==> src/rtl/shift_pipe.sv <==
// rtl/shift_pipe.sv - two-stage pipelined barrel shifter (LSR/ASR/LSL/ROR) with sticky bit
// Stage 1 applies the low SPLIT shift levels; stage 2 applies the rest plus saturation.
module shift_pipe #(
  parameter int WIDTH   = 32,
  parameter int SHAMT_W = 6,
  parameter int SPLIT   = 3
) (
  input  logic               clk,
  input  logic               rst,
  input  logic               in_valid,
  output logic               in_ready,
  input  logic [WIDTH-1:0]   din,
  input  logic [SHAMT_W-1:0] shamt,
  input  logic [1:0]         mode,
  output logic               out_valid,
  input  logic               out_ready,
  output logic [WIDTH-1:0]   dout,
  output logic               sticky
);

  localparam int LOG2W = $clog2(WIDTH);

  localparam logic [1:0] MODE_LSR = 2'b00;
  localparam logic [1:0] MODE_ASR = 2'b01;
  localparam logic [1:0] MODE_LSL = 2'b10;
  localparam logic [1:0] MODE_ROR = 2'b11;

  // One shift level by k; returns {bits_discarded_or, shifted_value}.
  function automatic logic [WIDTH:0] shift_level(input logic [WIDTH-1:0] v,
                                                 input logic [1:0]       m,
                                                 input logic             fill,
                                                 input int               k);
    logic [WIDTH-1:0] ones;
    logic [WIDTH-1:0] r;
    logic             s;
    ones = '1;
    r    = v;
    s    = 1'b0;
    case (m)
      MODE_LSR: begin
        s = |(v & ~(ones << k));
        r = v >> k;
      end
      MODE_ASR: begin
        s = |(v & ~(ones << k));
        r = (v >> k) | ({WIDTH{fill}} & ~(ones >> k));
      end
      MODE_LSL: begin
        s = |(v & ~(ones >> k));
        r = v << k;
      end
      default: begin
        r = (v >> k) | (v << (WIDTH - k));
      end
    endcase
    return {s, r};
  endfunction

  logic                 v1_q;
  logic [WIDTH-1:0]     r1_q;
  logic                 s1_q;
  logic                 msb1_q;
  logic [1:0]           mode1_q;
  logic [SHAMT_W-1:SPLIT] hi1_q;
  logic                 big1_q;

  logic                 v2_q;
  logic [WIDTH-1:0]     dout_q;
  logic                 sticky_q;

  logic                 adv1;
  logic                 adv2;

  logic [WIDTH-1:0]     r1_d;
  logic                 s1_d;
  logic                 big1_d;
  logic [WIDTH:0]       lvl1;

  logic [WIDTH-1:0]     r2_d;
  logic                 s2_d;
  logic [WIDTH:0]       lvl2;
  logic                 sat2;

  assign adv2      = !v2_q || out_ready;
  assign adv1      = !v1_q || adv2;
  assign in_ready  = adv1;
  assign out_valid = v2_q;
  assign dout      = dout_q;
  assign sticky    = sticky_q;

  assign big1_d = |shamt[SHAMT_W-1:LOG2W];

  always_comb begin
    r1_d = din;
    s1_d = 1'b0;
    lvl1 = '0;
    for (int l = 0; l < SPLIT; l++) begin
      if (shamt[l]) begin
        lvl1 = shift_level(r1_d, mode, din[WIDTH-1], 1 << l);
        r1_d = lvl1[WIDTH-1:0];
        s1_d = s1_d | lvl1[WIDTH];
      end
    end
  end

  always_ff @(posedge clk or posedge rst) begin
    if (rst) begin
      v1_q    <= 1'b0;
      r1_q    <= '0;
      s1_q    <= 1'b0;
      msb1_q  <= 1'b0;
      mode1_q <= '0;
      hi1_q   <= '0;
      big1_q  <= 1'b0;
    end else if (adv1) begin
      v1_q    <= in_valid;
      r1_q    <= r1_d;
      s1_q    <= s1_d;
      msb1_q  <= din[WIDTH-1];
      mode1_q <= mode;
      hi1_q   <= shamt[SHAMT_W-1:SPLIT];
      big1_q  <= big1_d;
    end
  end

  // The partial result plus partial sticky still covers every din bit, so their OR equals OR(din).
  always_comb begin
    r2_d = r1_q;
    s2_d = s1_q;
    lvl2 = '0;
    sat2 = (mode1_q != MODE_ROR) && (big1_q || (|hi1_q[SHAMT_W-1:LOG2W]));
    for (int l = SPLIT; l < LOG2W; l++) begin
      if (hi1_q[l]) begin
        lvl2 = shift_level(r2_d, mode1_q, msb1_q, 1 << l);
        r2_d = lvl2[WIDTH-1:0];
        s2_d = s2_d | lvl2[WIDTH];
      end
    end
    if (sat2) begin
      r2_d = (mode1_q == MODE_ASR) ? {WIDTH{msb1_q}} : '0;
      s2_d = (|r1_q) | s1_q;
    end
  end

  always_ff @(posedge clk or posedge rst) begin
    if (rst) begin
      v2_q     <= 1'b0;
      dout_q   <= '0;
      sticky_q <= 1'b0;
    end else if (adv2) begin
      v2_q     <= v1_q;
      dout_q   <= r2_d;
      sticky_q <= s2_d;
    end
  end

endmodule

==> config.mk <==
export PLATFORM = sky130hd
export DESIGN_NAME = shift_pipe
export DESIGN_NICKNAME = d
export VERILOG_FILES = /design/src/rtl/shift_pipe.sv
export SDC_FILE = /design/constraint.sdc
export NUM_CORES = 1
export LEC_CHECK = 0
export CORE_MARGIN = 10
export CORE_UTILIZATION = 25
export DETAILED_ROUTE_END_ITERATION = 12
export PLACE_DENSITY_LB_ADDON = 0.15
export SLEW_MARGIN = 10
export SYNTH_ARGS = -nofsm -noshare
export SYNTH_HDL_FRONTEND = slang
export SYNTH_SLANG_ARGS = --single-unit
==> constraint.sdc <==
create_clock -name clk -period 2.2 [get_ports clk]
set_input_delay 0.44 -clock clk [delete_from_list [all_inputs] [get_ports clk]]
set_output_delay 0.44 -clock clk [all_outputs]
set_load 0.01 [all_outputs]
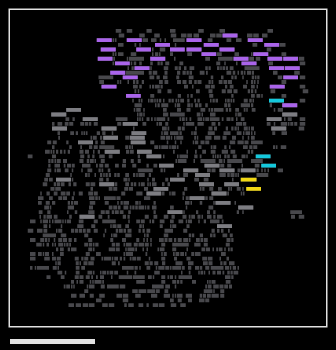
**Above:** sequential cells coloured by netlist name.
The bar under the picture is 50 um long. Other sequential cells in the stronger grey, the rest of the logic in the fainter grey.
name in the netlist	colour	sequential cells
mode1_q	yellow	2
dout	purple	32
hi1_q	cyan	3

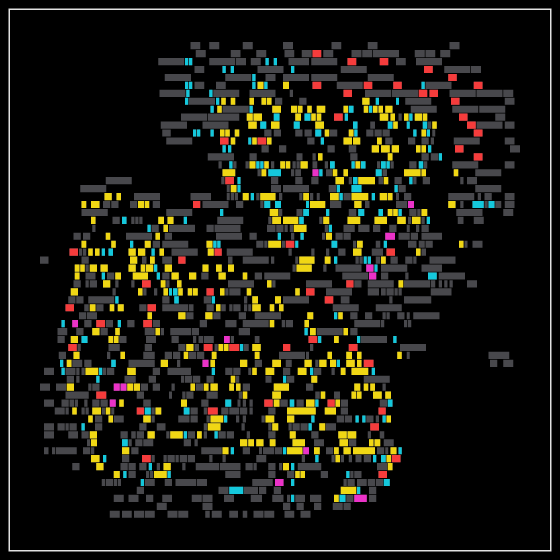
**Above:** gate-type map.
family	colour	cells	most used
non-inverting ao/oa cells	red	54	o22a_1
aoi and oai cells	yellow	292	a21oi_1
nor cells	cyan	163	nor2_1
and/or cells	magenta	14	and3_1

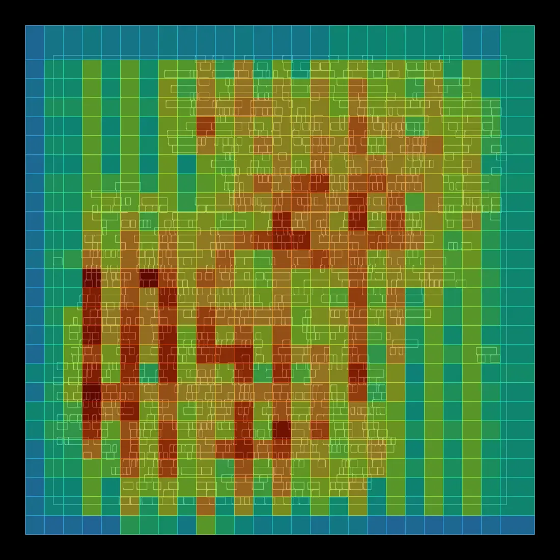
**Above:** track usage over the die.
GRT met2 Usage: 0.2823
GRT Max-Usage Layer: met2
global routing usage on met3: 0.03292
gr usage total: 0.1812

==> impl_metrics.csv <==
group,metric,value,unit
layout,seq_cells,74,
hold_path,hold_depth,2,
worst_setup_path,cp_top_family,"simple AND/OR/NAND/NOR gates",
layout,final_cell_mix,"buf_4, nand2_1, nor2_1",
timing,layout_min_cycle_time,2.123,ns
layout,sh_seq_area,0.1893,
cts,clockBufferDepth,2,
yosys,top_area_cell,"dfrtp_1",
yosys,ys_ff,74,
worst_setup_path,crit_path_end_kind,"flop",
layout,comb_share,0.4728,
run_status,status,"completed",
timing,rsz0062_at_grt,"true",
power_and_ir_drop,sw_frac_of_total,0.3841,
yosys,xor_area_frac,0,
power_and_ir_drop,p_comb,0.00292,W
timing,hold_viol_final,0,
yosys,synth.yosys.seq_area_share,0.2723,
placement,dp_hpwl,24240,um
power_and_ir_drop,powerDensity,644.2,nW/um^2
layout,lay_top_count,"buf_4",
yosys,ys_area,6802,um^2
power_and_ir_drop,p_sw,0.002423,W
layout,fin_cells,1501,
worst_setup_path,cp-endpoint,"sticky",
layout,drive_above_1_share,0.2629,
cts,post_cts_resized,19,
worst_setup_path,crit_fanout,5,
layout,buffers,291,
yosys,most_common_cell,"nand2_1",
detailed_routing,wl_met2,14000,um
timing,setup_tns,0,ns
global_routing,grt_antenna_before_repair,0,
yosys,synth.cellmix.compoundShare,0.3438,
detailed_routing,drt-met1-wl,14840,um
yosys,ys_cells,941,
timing,fmax,0.4710,GHz
yosys,synth.avg_cell_area,7.228,um^2
power_and_ir_drop,clockPowerShare,0.237,
timing,setup_viol,0,
